$ cat config.mk
export PLATFORM = sky130hd
export DESIGN_NAME = regfile_arbiter
export DESIGN_NICKNAME = d
export VERILOG_FILES = /design/src/rtl/regfile_arbiter.sv
export SDC_FILE = /design/constraint.sdc
export NUM_CORES = 1
export LEC_CHECK = 0
export ABC_AREA = 1
export CAP_MARGIN = 20
export CELL_PAD_IN_SITES_DETAIL_PLACEMENT = 1
export CELL_PAD_IN_SITES_GLOBAL_PLACEMENT = 2
export CORE_ASPECT_RATIO = 1.4
export CORE_MARGIN = 1
export CORE_UTILIZATION = 36
export DETAILED_ROUTE_END_ITERATION = 6
export GPL_TIMING_DRIVEN = 0
export PLACE_DENSITY_LB_ADDON = 0.1
export SETUP_SLACK_MARGIN = 0.3
export SLEW_MARGIN = 5
export SYNTH_ARGS = -nofsm -noshare
export SYNTH_HDL_FRONTEND = slang
export SYNTH_SLANG_ARGS = --single-unit
$ cat constraint.sdc
create_clock -name clk -period 4.3 [get_ports clk]
set_input_delay 1.29 -clock clk [delete_from_list [all_inputs] [get_ports clk]]
set_output_delay 1.29 -clock clk [all_outputs]
set_load 0.02 [all_outputs]
$ cat src/rtl/regfile_arbiter.sv
// Two-requester arbiter in front of a single-port register bank.
// Round-robin ownership with bounded bursts; read data returns one cycle after the grant, tagged with its owner.
module regfile_arbiter #(
    parameter int DATA_W    = 8,
    parameter int ADDR_W    = 3,
    parameter int MAX_BURST = 4
) (
    input  logic              clk,
    input  logic              rst_n,
    input  logic              a_req,
    input  logic              a_we,
    input  logic [ADDR_W-1:0] a_addr,
    input  logic [DATA_W-1:0] a_wdata,
    output logic              a_gnt,
    input  logic              b_req,
    input  logic              b_we,
    input  logic [ADDR_W-1:0] b_addr,
    input  logic [DATA_W-1:0] b_wdata,
    output logic              b_gnt,
    output logic [DATA_W-1:0] rdata,
    output logic              rvalid,
    output logic              rid,
    output logic              busy
);

    localparam int         DEPTH      = 1 << ADDR_W;
    localparam logic [3:0] BURST_LAST = 4'(MAX_BURST - 1);

    typedef enum logic [1:0] {
        IDLE  = 2'd0,
        OWN_A = 2'd1,
        OWN_B = 2'd2
    } state_t;

    state_t            r_state;
    logic              r_last;
    logic [3:0]        r_cnt;
    logic [DATA_W-1:0] r_bank [DEPTH];
    logic [DATA_W-1:0] r_rdata;
    logic              r_rvalid;
    logic              r_rid;

    logic              w_a_gnt;
    logic              w_b_gnt;
    logic              w_gnt;
    logic              w_owner;
    logic              w_we;
    logic [ADDR_W-1:0] w_addr;
    logic [DATA_W-1:0] w_wdata;

    assign w_a_gnt = (r_state == OWN_A) && a_req;
    assign w_b_gnt = (r_state == OWN_B) && b_req;
    assign w_gnt   = w_a_gnt || w_b_gnt;
    assign w_owner = (r_state == OWN_B);
    assign w_we    = w_owner ? b_we    : a_we;
    assign w_addr  = w_owner ? b_addr  : a_addr;
    assign w_wdata = w_owner ? b_wdata : a_wdata;

    // r_last: 0 = A served last, 1 = B served last; the other side wins a tie
    always_ff @(posedge clk or negedge rst_n) begin
        if (!rst_n) begin
            r_state <= IDLE;
            r_last  <= 1'b1;
            r_cnt   <= '0;
        end else begin
            case (r_state)
                IDLE: begin
                    if (a_req && (!b_req || r_last)) begin
                        r_state <= OWN_A;
                        r_last  <= 1'b0;
                        r_cnt   <= '0;
                    end else if (b_req) begin
                        r_state <= OWN_B;
                        r_last  <= 1'b1;
                        r_cnt   <= '0;
                    end
                end
                OWN_A: begin
                    if (!a_req) begin
                        if (b_req) begin
                            r_state <= OWN_B;
                            r_last  <= 1'b1;
                            r_cnt   <= '0;
                        end else begin
                            r_state <= IDLE;
                        end
                    end else if ((r_cnt == BURST_LAST) && b_req) begin
                        r_state <= OWN_B;
                        r_last  <= 1'b1;
                        r_cnt   <= '0;
                    end else if (r_cnt != BURST_LAST) begin
                        r_cnt <= r_cnt + 4'd1;
                    end
                end
                OWN_B: begin
                    if (!b_req) begin
                        if (a_req) begin
                            r_state <= OWN_A;
                            r_last  <= 1'b0;
                            r_cnt   <= '0;
                        end else begin
                            r_state <= IDLE;
                        end
                    end else if ((r_cnt == BURST_LAST) && a_req) begin
                        r_state <= OWN_A;
                        r_last  <= 1'b0;
                        r_cnt   <= '0;
                    end else if (r_cnt != BURST_LAST) begin
                        r_cnt <= r_cnt + 4'd1;
                    end
                end
                default: r_state <= IDLE;
            endcase
        end
    end

    // A read on the beat after a write sees the committed value, since the write lands on the earlier edge
    always_ff @(posedge clk or negedge rst_n) begin
        if (!rst_n) begin
            for (int i = 0; i < DEPTH; i++) r_bank[i] <= '0;
            r_rdata  <= '0;
            r_rvalid <= 1'b0;
            r_rid    <= 1'b0;
        end else begin
            r_rvalid <= w_gnt && !w_we;
            if (w_gnt && w_we) begin
                r_bank[w_addr] <= w_wdata;
            end
            if (w_gnt && !w_we) begin
                r_rdata <= r_bank[w_addr];
                r_rid   <= w_owner;
            end
        end
    end

    assign a_gnt  = w_a_gnt;
    assign b_gnt  = w_b_gnt;
    assign rdata  = r_rdata;
    assign rvalid = r_rvalid;
    assign rid    = r_rid;
    assign busy   = (r_state != IDLE);

endmodule

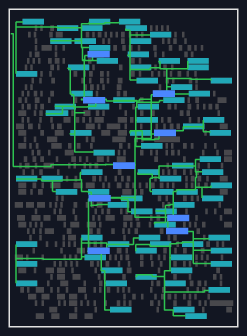
Run 1: clock network drawn from the DEF
- cyan: flip-flops (count 81)
- blue: clock drivers (count 9)
- green: clock wires (length 1110 um)
- flops lie: widely spread
- routed clock nets: 10

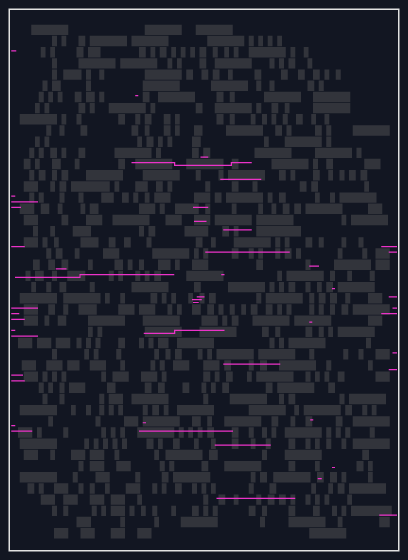
Run 1: signal wires on met3
- main direction: horizontal
- wire length on this layer: 273 um
- nets with wire on the layer: 35

==> metrics.csv, run 1 <==
stage;metric;value;unit
setup_path;endpoint;b_gnt;
floorplan;die_w;94.4;um
setup_path;reg2regPathDepth;11;
clock_tree;cts-resized-gates;0;
routing;postRouteAntennaNets;0;
pwr;total_power;3.61;mW
synth;avgSynthCellArea;7.52;um^2
run;drv_cap;0;
synth;simple_gate_area_share;31.6;%
timing;tightest_slew;0.540;ns
cells_and_area;seq_cells;81;
hold_path;hold_path_end;r_bank[48];
cells_and_area;sh_comb_area;35.5;%
timing;clock.fmax;257;MHz
synth;synth_dominant_cell_count;nand2_1;
setup_path;required;3.01;ns
cells_and_area;drive_gt1_share;9.86;%
cells_and_area;clock_buffer_count;11;
outcome;status;finished, final reports clean;
pwr;p_sw;1.54;mW
synth;ys_ff;81;
synth;logic_family;simple AND/OR/NAND/NOR gates;
pwr;p_comb;1.61;mW
routing;viasPerCell;4.89;
routing;initialDrtViolationCount;141;
synth;synth_nets;605;
synth;syn-cell-area;4300;um^2
clock_tree;clockBufferDepth;2;
cells_and_area;utilization;45.3;%
pwr;maxPowerGroup;combinational cells;
synth;ys.flop_type;dfrtp_1;
pwr;pwr-share-comb;44.6;%
pwr;power_density;696;nW/um^2
routing;met1Wirelength;5340;um
synth;edf_count;0;
hold_path;hold_class;reg2reg;
synth;top_cells_by_count;nand2_1 (195), inv_1 (81), dfrtp_1 (80);
routing;wirelength;12900;um
clock_tree;root_buffer;clkbuf_16;
timing;timing.hold.ws;0.488;ns
setup_path;timing.critical_path.buf_inv;3;
synth;largest_area_cell;dfrtp_1;
floorplan;fp-utilization;37.5;%
cells_and_area;layout.nets;657;
placement;place_ws;0.408;ns
synth;synthCells;572;
hold_path;worstHoldStart;r_bank[48];
synth;xor_share;0.204;%
setup_path;path_cells;clkdlybuf4s50_1 > nand2_1 > inv_1 > clkdlybuf4s50_1;
setup_path;crit_family;buffers and inverters;
routing;topRoutingLayerUsed;met4;
global_route;grt_pass1_wl;21600;um
pwr;clk-power;758;uW
cells_and_area;inverters;82;
global_route;met3_usage;2.89;%
global_route;met2_usage;40.7;%
synth;yosys_cells;572;
cells_and_area;comb_area;1840;um^2
routing;wl_met2;6970;um
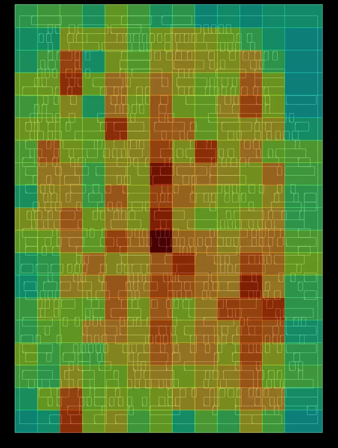
Run 1: routing congestion map
gr busiest metal: met2
M1 GR Usage: 27.9%
Tot GR Track Use: 23.0%

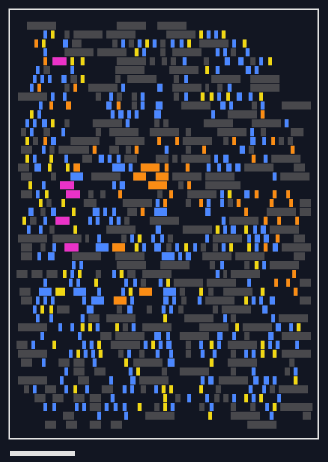
Run 1: gate families picked out
The bar under the picture is 20 um long.
- magenta: fa/ha/maj cells (cells 5; most used ha_1; where left middle)
- yellow: inv cells (cells 82; most used inv_1; where widely spread)
- orange: nor cells (cells 50; most used nor2_1)
- blue: nand cells (cells 255; most used nand2_1; where widely spread)

--- run 2 (diff from run 1) ---
--- a/config.mk
+++ b/config.mk
@@ -10,11 +10,10 @@
 export CELL_PAD_IN_SITES_DETAIL_PLACEMENT = 1
 export CELL_PAD_IN_SITES_GLOBAL_PLACEMENT = 2
 export CORE_ASPECT_RATIO = 1.4
-export CORE_MARGIN = 1
 export CORE_UTILIZATION = 36
 export DETAILED_ROUTE_END_ITERATION = 6
 export GPL_TIMING_DRIVEN = 0
-export PLACE_DENSITY_LB_ADDON = 0.1
+export PLACE_DENSITY_LB_ADDON = 0.05
 export SETUP_SLACK_MARGIN = 0.3
 export SLEW_MARGIN = 5
 export SYNTH_ARGS = -nofsm -noshare
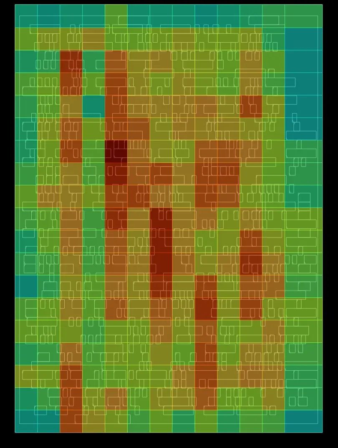
Run 2: routing congestion map
met2 Track Usage GR: 39.8%
WL/cell: 16.4 um
final design utilization: 45.4%

==> run 2 against run 1 <==
Net effect:
- clock power is 2.6% higher
- core utilization grew 0.066 points
- final cell count decreased by 0.13%
- sequential power about the same
- global-route usage shrank 0.61 points
- clock skew is 0.0017 ns lower
==> metrics.csv, run 2 <==
stage;metric;value;unit;change
outcome;status;finished, final reports clean;;unchanged
synth;top_cells_by_count;nand2_1 (195), inv_1 (81), dfrtp_1 (80);;unchanged
global_route;grt_pass1_wl;21000;um;was 21600 um
routing;met1Wirelength;5470;um;was 5340 um
routing;viasPerCell;4.84;;was 4.89
cells_and_area;syn_to_final_growth;21.0;%;was 20.8%
synth;edf_count;0;;unchanged
routing;topRoutingLayerUsed;met4;;unchanged
hold_path;worstHoldStart;r_bank[62];;was r_bank[48]
synth;logic_family;simple AND/OR/NAND/NOR gates;;unchanged
routing;initialDrtViolationCount;119;;was 141
cells_and_area;drive_gt1_share;9.87;%;was 9.86%
setup_path;cp_slowest_cell;clkdlybuf4s50_1;;unchanged
setup_path;worst-setup-path-type;in2out;;unchanged
setup_path;cpPeakStageDelay;0.60;ns;was 0.61 ns
setup_path;r2r_end;r_bank[14];;was r_bank[3]
run;drv_cap;0;;unchanged
synth;simple_gate_area_share;31.6;%;unchanged
clock_tree;root_buffer;clkbuf_16;;unchanged
synth;synth_nets;605;;unchanged
setup_path;crit_family;buffers and inverters;;unchanged
pwr;maxPowerGroup;combinational cells;;unchanged
floorplan;dieArea;12400;um^2;unchanged
clock_tree;cts-resized-gates;0;;unchanged
global_route;track_usage;22.4;%;was 23.0%
cells_and_area;sh_comb_area;35.4;%;was 35.5%
setup_path;endpoint;a_gnt;;was b_gnt
pwr;clk-power;778;uW;was 758 uW
placement;place_ws;0.424;ns;was 0.408 ns
timing;clock.fmax;257;MHz;about the same
cells_and_area;comb_area;1840;um^2;unchanged
run;warnings;29;;unchanged
cells_and_area;clock_buffer_count;12;;was 11
routing;wirelength;12700;um;was 12900 um
pwr;total_power;3.62;mW;was 3.61 mW
pwr;power_density;695;nW/um^2;was 696 nW/um^2
global_route;use_met1;27.3;%;was 27.9%
synth;aoi_share;9.58;%;unchanged
synth;xor_share;0.204;%;unchanged
clock_tree;cts_buffers;9;;unchanged
cells_and_area;stdcell_count;772;;was 773
routing;postRouteAntennaNets;0;;unchanged
synth;synthCells;572;;unchanged
synth;synth_cell_types;25;;unchanged
synth;largest_area_cell;dfrtp_1;;unchanged
floorplan;fp-utilization;37.5;%;unchanged
global_route;met3_usage;3.36;%;was 2.89%
timing;fin_ws;0.415;ns;was 0.413 ns
global_route;grt-busiest-layer;met2;;unchanged
setup_path;path_cells;clkdlybuf4s50_1 > nand2_1 > inv_1 > clkdlybuf4s50_1;;unchanged
clock_tree;cts_tree;yes;;unchanged
setup_path;reg2regPathDepth;11;;unchanged
timing;tightest_slew;0.542;ns;was 0.540 ns
setup_path;timing.critical_path.buf_inv;3;;unchanged
timing;timing.hold.ws;0.487;ns;was 0.488 ns
pwr;pwr-share-comb;44.2;%;was 44.6%
synth;yosys_area;4300;um^2;unchanged
synth;yosys_cells;572;;unchanged
synth;ys_ff;81;;unchanged
floorplan;die_h;131;um;unchanged
pwr;p_sw;1.51;mW;was 1.54 mW
synth;syn-cell-area;4300;um^2;unchanged
setup_path;required;3.01;ns;about the same
pwr;p_comb;1.60;mW;was 1.61 mW
synth;ys.flop_type;dfrtp_1;;unchanged
cells_and_area;seq_share;39.0;%;was 39.1%
hold_path;hold_class;reg2reg;;unchanged
clock_tree;holdBufCountCts;0;;unchanged
cells_and_area;inverters;82;;unchanged
pwr;p_seq_share;34.3;%;was 34.4%
cells_and_area;seq_cells;81;;unchanged
cells_and_area;layout.nets;657;;unchanged
floorplan;die_w;94.4;um;unchanged
clock_tree;clockBufferDepth;2;;unchanged
synth;avgSynthCellArea;7.52;um^2;unchanged
routing;wl_met2;6710;um;was 6970 um
cells_and_area;buffer_area_share;10.4;%;about the same
cells_and_area;ff_latch_area;2030;um^2;unchanged
hold_path;hold_path_end;r_bank[62];;was r_bank[48]
synth;synth_dominant_cell_count;nand2_1;;unchanged
--- run 3 (diff from run 2) ---
--- a/config.mk
+++ b/config.mk
@@ -9,7 +9,6 @@
 export CAP_MARGIN = 20
 export CELL_PAD_IN_SITES_DETAIL_PLACEMENT = 1
 export CELL_PAD_IN_SITES_GLOBAL_PLACEMENT = 2
-export CORE_ASPECT_RATIO = 1.4
 export CORE_UTILIZATION = 36
 export DETAILED_ROUTE_END_ITERATION = 6
 export GPL_TIMING_DRIVEN = 0
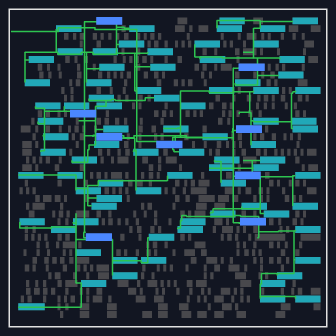
Run 3: clock network drawn from the DEF
Clock Latency Late Sink: 0.34 ns
Clock Skew: 0.00359 ns

==> run 3 against run 2 <==
Net effect:
- the run now ends with DRC left
- core utilization fell by 0.21 points
- critical path depth unchanged
- power up 0.77%
- non-clock buffer count is the same
- die size barely moved
- sequential power barely moved
- hold slack got worse by 0.0036 ns
- critical path type unchanged
- largest power group unchanged
==> metrics.csv, run 3 <==
stage;metric;value;unit;change
clock_tree;cts_buffers;9;;unchanged
timing;tightest_slew;0.799;ns;was 0.542 ns
pwr;p_seq_share;33.9;%;was 34.3%
synth;synth_nets;605;;unchanged
routing;wirelength;12300;um;was 12700 um
outcome;violations;DRC;;
pwr;total_power;3.64;mW;was 3.62 mW
floorplan;die_h;111;um;was 131 um
floorplan;dieArea;12400;um^2;about the same
synth;aoi_share;9.58;%;unchanged
cells_and_area;syn_to_final_growth;21.1;%;was 21.0%
cells_and_area;inverters;82;;unchanged
hold_path;worstHoldStart;rdata[7];;was r_bank[62]
setup_path;required;3.01;ns;about the same
synth;ys_ff;81;;unchanged
setup_path;reg2regPathDepth;9;;was 11
global_route;grt_pass1_wl;20900;um;was 21000 um
pwr;clk-power;806;uW;was 778 uW
clock_tree;cts-resized-gates;0;;unchanged
pwr;power_density;700;nW/um^2;was 695 nW/um^2
setup_path;cpPeakStageDelay;0.60;ns;about the same
setup_path;crit_family;buffers and inverters;;unchanged
global_route;grt-busiest-layer;met2;;unchanged
synth;yosys_cells;572;;unchanged
cells_and_area;seq_cells;81;;unchanged
global_route;met3_usage;2.62;%;was 3.36%
setup_path;cp_slowest_cell;clkdlybuf4s50_1;;unchanged
synth;yosys_area;4300;um^2;unchanged
timing;timing.hold.ws;0.483;ns;was 0.487 ns
synth;syn-cell-area;4300;um^2;unchanged
synth;largest_area_cell;dfrtp_1;;unchanged
clock_tree;root_buffer;clkbuf_16;;unchanged
setup_path;timing.critical_path.buf_inv;3;;unchanged
setup_path;r2r_end;r_bank[58];;was r_bank[14]
global_route;track_usage;22.0;%;was 22.4%
synth;synth_cell_types;25;;unchanged
routing;drc;8;;was 0
clock_tree;holdBufCountCts;0;;unchanged
synth;synth_dominant_cell_count;nand2_1;;unchanged
synth;edf_count;0;;unchanged
outcome;status;complete, but fails checks;;was finished, final reports clean
setup_path;path_cells;clkdlybuf4s50_1 > nand2_1 > inv_1 > clkdlybuf4s50_1;;unchanged
clock_tree;cts_tree;yes;;unchanged
global_route;met2_usage;35.9;%;was 39.8%
synth;logic_family;simple AND/OR/NAND/NOR gates;;unchanged
placement;place_ws;0.416;ns;was 0.424 ns
pwr;pwr-share-comb;44.0;%;was 44.2%
routing;initialDrtViolationCount;198;;was 119
floorplan;fp-utilization;37.3;%;was 37.5%
routing;wl_met2;5810;um;was 6710 um
timing;clock.fmax;257;MHz;about the same
routing;met1Wirelength;5890;um;was 5470 um
cells_and_area;buffer_area_share;10.2;%;was 10.4%
cells_and_area;utilization;45.2;%;was 45.4%
synth;avgSynthCellArea;7.52;um^2;unchanged
synth;top_cells_by_count;nand2_1 (195), inv_1 (81), dfrtp_1 (80);;unchanged
routing;wl_per_cell;15.9;um;was 16.4 um
hold_path;hold_path_end;rdata[7];;was r_bank[62]
pwr;p_comb;1.60;mW;about the same
routing;topRoutingLayerUsed;met4;;unchanged
cells_and_area;stdcell_count;772;;unchanged
clock_tree;clockBufferDepth;2;;unchanged
synth;ys.flop_type;dfrtp_1;;unchanged
hold_path;hold_class;reg2reg;;unchanged
synth;synthCells;572;;unchanged
run;drv_cap;0;;unchanged
Power and IR drop assume default switching activity.
